File: config.mk
export PLATFORM = sky130hd
export DESIGN_NAME = sync_fifo_param
export DESIGN_NICKNAME = d
export VERILOG_FILES = /design/src/rtl/sync_fifo_param.sv
export SDC_FILE = /design/constraint.sdc
export NUM_CORES = 1
export LEC_CHECK = 0
export CAP_MARGIN = 30
export CORE_AREA = 2 2 71 73
export CTS_BUF_LIST = sky130_fd_sc_hd__clkbuf_4 sky130_fd_sc_hd__clkbuf_8 sky130_fd_sc_hd__clkbuf_16
export DETAILED_ROUTE_END_ITERATION = 10
export DIE_AREA = 0 0 73 75
export GPL_TIMING_DRIVEN = 0
export PLACE_DENSITY = 0.55
export SLEW_MARGIN = 40
export SYNTH_ARGS = -nofsm -noshare
export SYNTH_HDL_FRONTEND = slang
export SYNTH_SLANG_ARGS = --single-unit
File: constraint.sdc
create_clock -name clk -period 5.4 [get_ports clk]
set_input_delay 1.08 -clock clk [delete_from_list [all_inputs] [get_ports clk]]
set_output_delay 1.08 -clock clk [all_outputs]
set_load 0.02 [all_outputs]
File: src/rtl/sync_fifo_param.sv
// sync_fifo_param: single-clock parametrised FIFO with occupancy count,
// programmable almost-full/almost-empty flags, sticky overflow/underflow
// errors, synchronous flush and a selectable first-word-fall-through read.
module sync_fifo_param #(
    parameter int WIDTH  = 3,
    parameter int DEPTH  = 8,
    parameter int AF_LVL = 6,
    parameter int AE_LVL = 2,
    parameter int FWFT   = 0
) (
    input  logic                       clk,
    input  logic                       rst,
    input  logic                       clr,
    input  logic                       wr,
    input  logic [WIDTH-1:0]           datin,
    input  logic                       rd,
    output logic [WIDTH-1:0]           datout,
    output logic                       dato,
    output logic                       full,
    output logic                       empy,
    output logic                       afull,
    output logic                       aempy,
    output logic [$clog2(DEPTH):0]     count,
    output logic                       ovf,
    output logic                       udf
);

    localparam int AW = $clog2(DEPTH);
    localparam int CW = AW + 1;

    localparam logic [CW-1:0] DEPTH_C = CW'(DEPTH);
    localparam logic [CW-1:0] AF_C    = CW'(AF_LVL);
    localparam logic [CW-1:0] AE_C    = CW'(AE_LVL);

    logic [WIDTH-1:0] mem [DEPTH];
    logic [AW-1:0]    wptr;
    logic [AW-1:0]    rptr;
    logic             ra;
    logic             wa;
    logic [CW-1:0]    count_next;

    // Accept logic: a read needs a stored word; a write into a full FIFO is
    // only allowed when a read frees a slot in the same cycle. Flush blocks both.
    always_comb begin
        ra         = 1'b0;
        wa         = 1'b0;
        count_next = count;
        if (!clr) begin
            ra = rd & ~empy;
            wa = wr & (~full | ra);
        end
        count_next = count + CW'(wa) - CW'(ra);
    end

    // Pointers, occupancy and the registered status flags derived from count_next.
    always_ff @(posedge clk) begin
        if (rst) begin
            wptr  <= '0;
            rptr  <= '0;
            count <= '0;
            full  <= 1'b0;
            empy  <= 1'b1;
            afull <= 1'b0;
            aempy <= 1'b1;
        end else if (clr) begin
            wptr  <= '0;
            rptr  <= '0;
            count <= '0;
            full  <= 1'b0;
            empy  <= 1'b1;
            afull <= (AF_C == '0);
            aempy <= 1'b1;
        end else begin
            if (wa) begin
                wptr <= wptr + AW'(1);
            end
            if (ra) begin
                rptr <= rptr + AW'(1);
            end
            count <= count_next;
            full  <= (count_next == DEPTH_C);
            empy  <= (count_next == '0);
            afull <= (count_next >= AF_C);
            aempy <= (count_next <= AE_C);
        end
    end

    // Sticky error flags: only reset clears them, flush leaves them alone.
    always_ff @(posedge clk) begin
        if (rst) begin
            ovf <= 1'b0;
            udf <= 1'b0;
        end else if (!clr) begin
            if (wr && !wa) begin
                ovf <= 1'b1;
            end
            if (rd && empy) begin
                udf <= 1'b1;
            end
        end
    end

    // Storage array; intentionally not reset, and never written while in reset.
    always_ff @(posedge clk) begin
        if (wa && !rst) begin
            mem[wptr] <= datin;
        end
    end

    generate
        if (FWFT == 0) begin : g_registered
            // Registered read: the popped word and its one-cycle valid strobe.
            always_ff @(posedge clk) begin
                if (rst) begin
                    datout <= '0;
                    dato   <= 1'b0;
                end else begin
                    dato <= ra;
                    if (ra) begin
                        datout <= mem[rptr];
                    end
                end
            end
        end else begin : g_fwft
            // Head word always presented; forced to zero while nothing is stored.
            always_comb begin
                datout = '0;
                if (!empy) begin
                    datout = mem[rptr];
                end
                dato = ~empy;
            end
        end
    endgenerate

endmodule

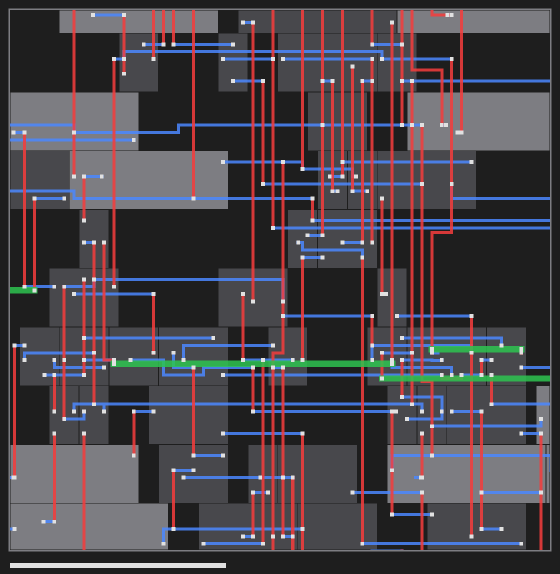
Fig. 1. Layout detail (run 1).
The bar under the picture is 10 um long. Region (6, 6) to (31, 31) um. Cells in gray, sequential cells in the stronger gray; small squares are vias.
Key: red = met2; green = met3; blue = met1
Sequential cells in the window: 6. 41 logic cells have their middle in the window. Most frequent: inv_1 (6), dfxtp_1 (5), clkdlybuf4s50_1 (5). Netlist names of flops here include count (3).

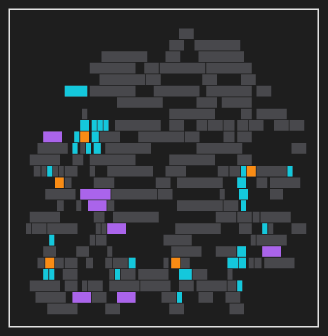
Fig. 2. Selected gate families (run 1).
Key: orange = AND and OR gates [cells 5]; purple = adder and majority cells [cells 7]; cyan = NOR gates [cells 28]

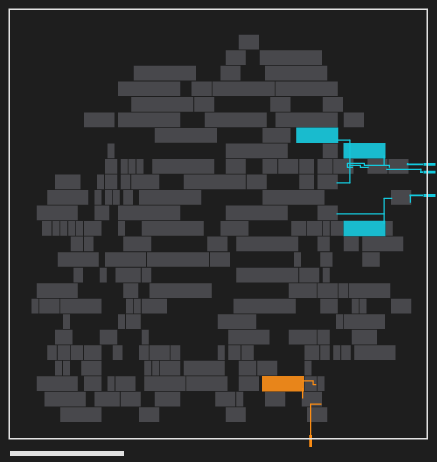
Fig. 3. I/O nets highlighted (run 1).
The bar under the picture is 20 um long.
Key: cyan = datout [bits 3, direction output, edge right, end cells 3, buffers 3, wire 53.7 um]; orange = udf [bits 1, direction output, edge bottom, end cells 1, buffers 1, wire 12.1 um]

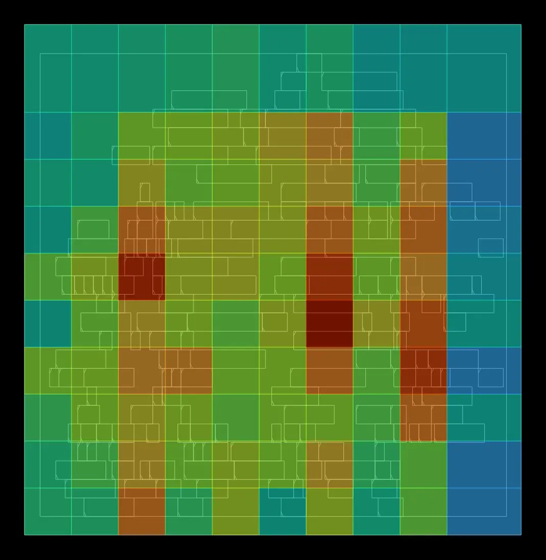
Fig. 4. Routing congestion map (run 1).
wire per inst: 15.3 um
met1 usage: 17.5%
Util after Layout: 47.2%
most used routing layer: met2
met2 usage: 24.0%

[run 1: through the flow]
stage	area, um2	setup slack, ns	power [uW]	hold WS, ns	instances
finish	2200	1.86	616	0.477	231
global route	2200	1.65	639	0.509	231
CTS	2190	1.84	622	0.484	231
detailed placement	2110	1.54	423	0.466	223
global placement	2110	1.63	421	0.453	223
floorplan	1840	2.39	400	0.482	149
[run 1: cell families (layout without fill, tap and decap cells)]
logic type	after synthesis	in the layout	share of synthesized area [%]
adder cells (fa/ha/maj)	7	7	5.17
AND/OR/NAND/NOR	45	45	12.4
flip-flops	44	44	61.0
AND-OR/OR-AND	21	21	8.85
XOR/XNOR	6	6	2.86
multiplexers	12	12	6.54
buffers and inverters	14	42	3.20
[run 1: Yosys cell counts (2+ instances only)]
cell      number  area, um2
nor2b_1        3       18.8
a32o_1         3       30.0
inv_1          8       30.0
buf_2          2       10.0
nor3_1         4       20.0
ha_1           6       75.1
or2_2          2       12.5
clkbuf_1       2       7.51
xor2_1         3       26.3
nand2_1        8       30.0
a22oi_1        6       45.0
dfxtp_1       20        400
nor2_1        17       63.8
mux2i_1       12        120
xnor2_1        3       26.3
edfxtp_1      24        721
a31oi_1        2       12.5
a21oi_1        5       25.0
[run 1: worst reg2reg max path: cells and delay by family, from the launching register on]
family	cells	cell delay [ns]
flip-flops	1	0.35
XOR/XNOR	1	0.20
adder cells (fa/ha/maj)	3	0.83
buffers and inverters	3	0.24
AND/OR/NAND/NOR	2	0.47
AND-OR/OR-AND	2	0.36
[run 1: placed cells by master, fill, tap and decap left out, drive strengths merged, types with 3 or more instances in the layout]
cell,netlist,layout
a32o,3,3
buf,3,3
nand2,8,8
clkbuf,2,9
ha,6,6
nor3,4,4
xnor2,3,3
nor2,17,17
a21oi,5,5
a22oi,6,6
mux2i,12,12
xor2,3,3
dfxtp,20,20
nor2b,4,4
clkdlybuf4s50,0,20
inv,9,9
edfxtp,24,24
[run 1: report_power, final]
group	internal (uW)	switching (uW)	total, uW	leakage [uW]
registers	358	3.81	362	0.000378
clock network	100	100	201	0.0000467
logic	24.3	29.6	53.9	0.000326
total	482	134	616	0.000751
[run 1: flip-flops by register name, summed over array words and instances (netlist names)]
register and count:
wptr 3, full 1, ovf 1, aempy 1
count 4, datout 3, dato 1, empy 1
mem 24, rptr 3, afull 1, udf 1
[run 1: area by class of cell]
type / count / area, um2 / share of cell area (%)
Sequential cell: 44 / 1120 / 51.0
Multi-Input combinational cell: 91 / 664 / 30.2
Timing Repair Buffer: 20 / 200 / 9.10
Clock buffer: 7 / 83.8 / 3.81
Tap cell: 54 / 67.6 / 3.07
Inverter: 9 / 33.8 / 1.54
Buffer: 5 / 25.0 / 1.14
Clock inverter: 1 / 3.75 / 0.171
[run 1: worst paths after layout]
kind	startpoint	end	cells after the start
worst max-delay path	rd	afull	10
worst min-delay path	udf	udf	2
worst min register to register	udf	udf	2
worst max register to register	empy	afull	11
[run 1: layer usage]
layer	global-route usage (%)	part of all wire [%]
met4	7.00	1.6
met1	17.5	45
met2	24.0	50
met3	4.15	3.8
met5	0	0
==> flow_metrics.tcl, run 1 <==
# yosys + openroad results
set metrics [dict create \
    track_usage_pct 14.5 \
    crit_path_end_kind "flip-flop" \
    fin_skew_ns 0.00376 \
    drt_iter0_markers 95 \
    antenna_found_initial 0 \
    yosysCellCount 149 \
    wl_um 3520 \
    post_cts_buffers 0 \
    place.gp.congestion 0.811 \
    power_leakage_uw 0.000751 \
    post-route-min-period_ns 3.54 \
    status "complete, no violations" \
    required_ns 5.62 \
    tightest_slew_ns 0.666 \
    num-nets-final 191 \
    synth_area_um2 1840 \
    slew_violations 0 \
    ys_chip_area_um2 1840 \
    grt_pass1_wl_um 5780 \
    cts_hold_buf 0 \
    fillCellCount 421 \
    ant_nets 0 \
    grt_max_degree 13 \
]
==> inputs of run 2 (changes only) <==
==> constraint.sdc (replaced) <==
create_clock -name clk -period 3.4 [get_ports clk]
set_input_delay 0.68 -clock clk [delete_from_list [all_inputs] [get_ports clk]]
set_output_delay 0.68 -clock clk [all_outputs]
set_load 0.02 [all_outputs]
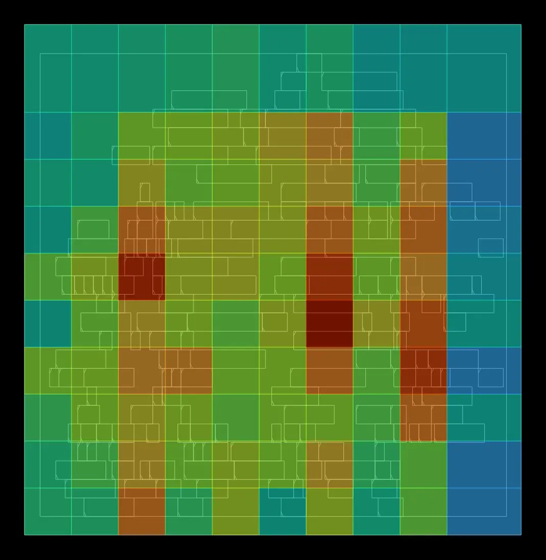
Fig. 5. Routing congestion map (run 2).
met3 Usage GRT: 4.15%
global-route usage over all layers: 14.5%

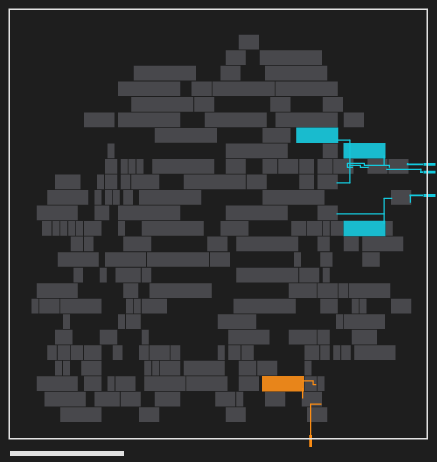
Fig. 6. I/O nets highlighted (run 2).
The bar under the picture is 20 um long.
Key: orange = udf [bits 1, direction output, edge bottom, end cells 1, buffers 1, wire 12.1 um]; cyan = datout [bits 3, direction output, edge right, end cells 3, buffers 3, wire 53.7 um]

==> run 2 against run 1 <==
Net effect: non-clock buffer count is the same; setup slack worse by 1.6 ns; routed wire length unchanged; via count unchanged; combinational power increased by 59%; clock skew unchanged; die area unchanged; global-route usage unchanged; critical path depth did not move; register-to-register slack worse by 2.0 ns; final cell count is the same; critical path type unchanged; highest routed layer unchanged.
==> flow_metrics.tcl, run 2 <==
# yosys + openroad results
set metrics [dict create \
    tightest_slew_ns 0.666 \
    dp_cells 223 \
    area_leaders "edfxtp_1 39%, dfxtp_1 22%, mux2i_1 6.5%" \
    common_cells "24 x edfxtp_1, 20 x dfxtp_1, 17 x nor2_1" \
    grt_max_degree 13 \
    largest-register "mem" \
    grt-busiest-layer "met2" \
    hold-path-endpoint "udf" \
    place.gp.congestion 0.811 \
    fillCellCount 421 \
    top_cell_area_share_pct 39.2 \
    required_ns 3.62 \
    status "complete, no violations" \
    total_power_uw 978 \
    post_cts_buffers 0 \
    largest_register_ffs 24 \
    synth_area_um2 1840 \
    ant_nets 0 \
    synth.most_common_cell "edfxtp_1" \
    wl_per_cell_um 15.3 \
    worstRegToRegCells 11 \
    cts_hold_buf 0 \
    layout_top_cell "edfxtp_1" \
]
[run 2: cell counts in the layout (fill, tap and decap cells not counted)]
No cell type changed its count.
[run 2: layer usage]
metal	wire, um	vias up	share of wire, %
met3	133	7	3.8
met4	57	0	1.6
met1	1570	569	45
li1	-	590	-
met2	1760	31	50
met5	0	-	0
[run 2: tightest hold or removal path, stage by stage (launching register included)]
cell and delay (ns):
dfxtp_1 0.33, a31oi_1 0.04, nor2_1 0.08
[run 2: power by group]
group	total [uW]	internal (uW)	switching [uW]	leakage (uW)
clock network	318	159	160	0.0000467
logic	85.5	38.6	46.9	0.000326
registers	574	568	6.06	0.000378
total	978	766	213	0.000751
[run 2: final cells by class]
class / instances / area [um2] / share of cell area [%]
Tap cell: 54 / 67.6 / 3.07
Sequential cell: 44 / 1120 / 51.0
Multi-Input combinational cell: 91 / 664 / 30.2
Clock buffer: 7 / 83.8 / 3.81
Buffer: 5 / 25.0 / 1.14
Timing Repair Buffer: 20 / 200 / 9.10
Clock inverter: 1 / 3.75 / 0.171
Inverter: 9 / 33.8 / 1.54
[run 2: worst max-delay path by stage]
stage               start  cells past startpoint  endpoint  slack (ns)
floorplan              wr                     11     afull        0.79
global placement       rd                     10     afull        0.03
detailed placement     rd                     10     afull       -0.06
CTS                    rd                     10     afull        0.24
global route           rd                     10      full        0.05
finish                 rd                     10     afull        0.26
[run 2: logic make-up (layout without fill, tap and decap cells)]
logic type               after synthesis  after routing  share of synthesized area [%]
AND-OR/OR-AND                         21             21                           8.85
buffers and inverters                 14             42                           3.20
flip-flops                            44             44                           61.0
adder cells (fa/ha/maj)                7              7                           5.17
XOR/XNOR                               6              6                           2.86
AND/OR/NAND/NOR                       45             45                           12.4
multiplexers                          12             12                           6.54
[run 2: per-stage QoR]
stage	hold slack [ns]	utilization (%)	area, um2
floorplan	0.482	-	1840
global placement	0.453	45.2	2110
detailed placement	0.466	45.2	2110
CTS	0.484	47.1	2190
global route	0.509	47.2	2200
finish	0.477	47.2	2200
Fig. 7: run 2, where the registers sit
The bar under the picture is 20 um long. Other sequential cells in the stronger gray, the rest of the logic in the fainter gray.
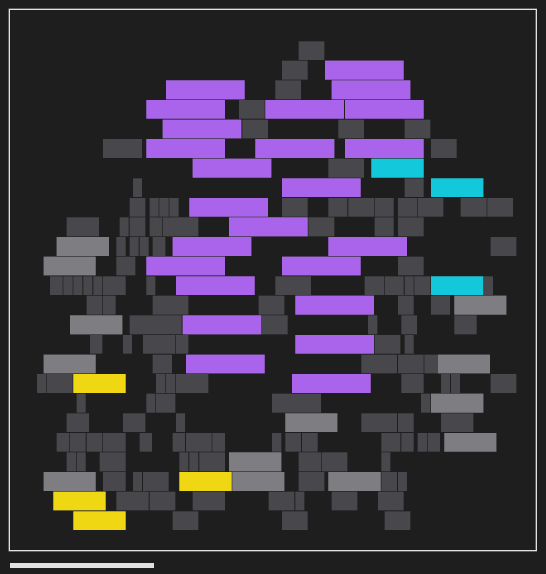

==> inputs of run 3 (changes only) <==
==> constraint.sdc (replaced) <==
create_clock -name clk -period 3.4 [get_ports clk]
set_input_delay 1.02 -clock clk [delete_from_list [all_inputs] [get_ports clk]]
set_output_delay 1.02 -clock clk [all_outputs]
set_load 0.02 [all_outputs]
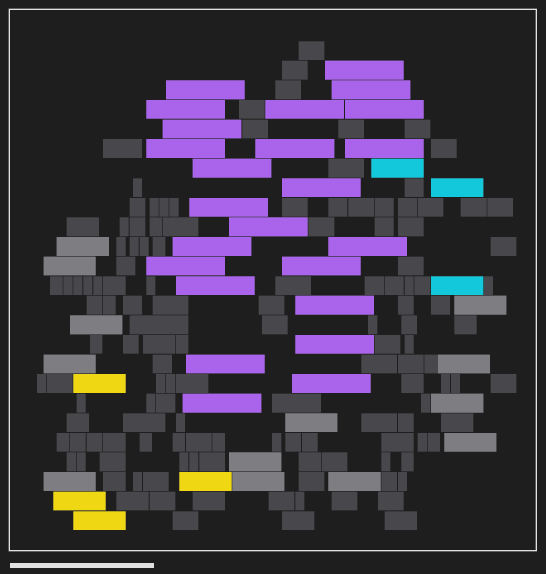
Fig. 8. Where the registers sit (run 3).
The bar under the picture is 20 um long. Other sequential cells in the stronger gray, the rest of the logic in the fainter gray.
Key: purple = mem [flops 24]; yellow = count [flops 4, where bottom left]; cyan = datout [flops 3]
Another 13 sequential cells are not colored.

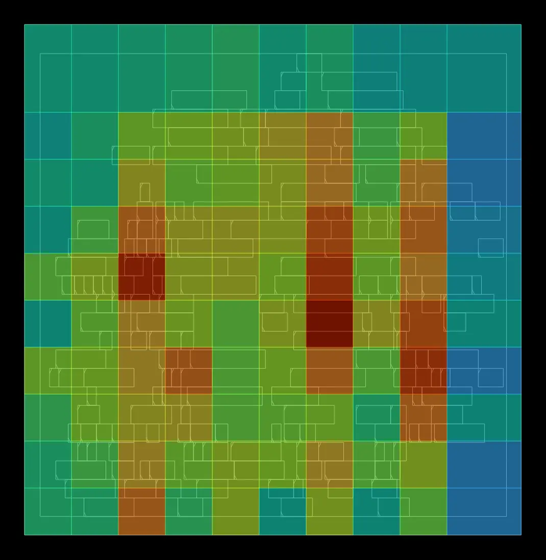
Fig. 9. Routing congestion map (run 3).
met1 usage: 17.6%
wire per inst: 15.4 um
met2 usage: 24.2%

==> run 3 against run 2 <==
Net effect: non-clock buffer count rose by 1; clock-buffer cell count stayed put; sequential share of layout area decreased by 0.69 points; final cell count up 0.43%; critical endpoint unchanged; via count is 0.17% higher; total power increased by 0.59%; clock power up 1%; critical path type unchanged.
==> flow_metrics.tcl, run 3 <==
# yosys + openroad results
set metrics [dict create \
    ant_nets 0 \
    required_ns 3.63 \
    design_area_um2 2230 \
    grt_pass1_vias 1210 \
    status "complete, no violations" \
    hold-path-endpoint "datout[1]" \
    common_cells "24 x edfxtp_1, 20 x dfxtp_1, 17 x nor2_1" \
    drt_iter0_markers 77 \
    dp_cells 223 \
    grt_util_met3_pct 4.15 \
    grt_max_degree 13 \
    fin_cells 232 \
    tightest_slew_ns 0.667 \
    largest-register "mem" \
    die_y_um 75 \
    r2r_setup_slack_ns 0.98 \
    grt-busiest-layer "met2" \
    place.gp.congestion 0.811 \
    layout_top_cell "edfxtp_1" \
    path_depth 12 \
    synth_top_cell_by_area "edfxtp_1" \
    combGateArea_um2 679 \
    largest_register_ffs 24 \
    fillCellCount 424 \
    area_leaders "edfxtp_1 39%, dfxtp_1 22%, mux2i_1 6.5%" \
    track_usage_pct 14.6 \
    cts_hold_buf 0 \
    synth.most_common_cell "edfxtp_1" \
    worstRegToRegCells 11 \
]
run 3: cell counts after synthesis:
Identical to the previous run, type by type.
run 3: timing repair:
item / CTS / global route
gates resized: 1 / 5
gates cloned: 0 / 0
setup endpoints to repair: 4 / 4
setup buffers: 1 / 0
run 3: logic make-up (layout without fill, tap and decap cells):
group	Yosys count	in the layout	share of synthesized area (%)
AOI/OAI and AO/OA	21	21	8.85
xor gates and xnor gates	6	6	2.86
adders and majority gates	7	7	5.17
buffers and inverters	14	43	3.20
DFF	44	44	61.0
muxes	12	12	6.54
and+or+nand+nor	45	45	12.4
run 3: final cells by class:
class	count	area share, %
plain buffers	5	1.12
clock buffers	7	3.76
clock inverters	1	0.168
inverters	9	1.63
multi-input cells	91	30.5
flip-flops and latches	44	50.3
well taps	54	3.03
repair buffers	21	9.54
run 3: report_power, final:
part | internal [uW] | switching, uW | total (uW) | leakage (uW)
Clock | 159 | 162 | 322 | 0.0000467
Sequential | 568 | 6.34 | 575 | 0.000378
Combinational | 40.1 | 47.9 | 88.0 | 0.000352
run 3: per-layer routing:
metal | up-vias | wire, um | part of all wire [%]
met2 | 26 | 1790 | 50
met5 | - | 0 | 0
met3 | 9 | 150 | 4.2
met1 | 577 | 1560 | 44
li1 | 587 | - | -
met4 | 0 | 73 | 2.0
run 3: through the flow:
step	setup TNS, ns	util, %	worst slack, ns	total power, uW
6_report	0	47.8	0.178	984
2_1_floorplan	0	-	0.445	635
4_1_cts	0	47.3	0.0155	990
5_1_grt	0	47.8	0.0110	1020
3_3_place_gp	-1.32	45.2	-0.315	669
3_5_place_dp	-1.82	45.2	-0.396	672
run 3: how the worst max path moves through the flow:
| stage | startpoint | endpoint | slack, ns |
|---|---|---|---|
| after floorplan | wr | afull | 0.45 |
| after global placement | rd | afull | -0.31 |
| after detailed placement | rd | afull | -0.40 |
| after CTS | clr | afull | 0.02 |
| after global routing | wr | afull | 0.01 |
| final | wr | afull | 0.18 |
Power and IR drop assume default switching activity.
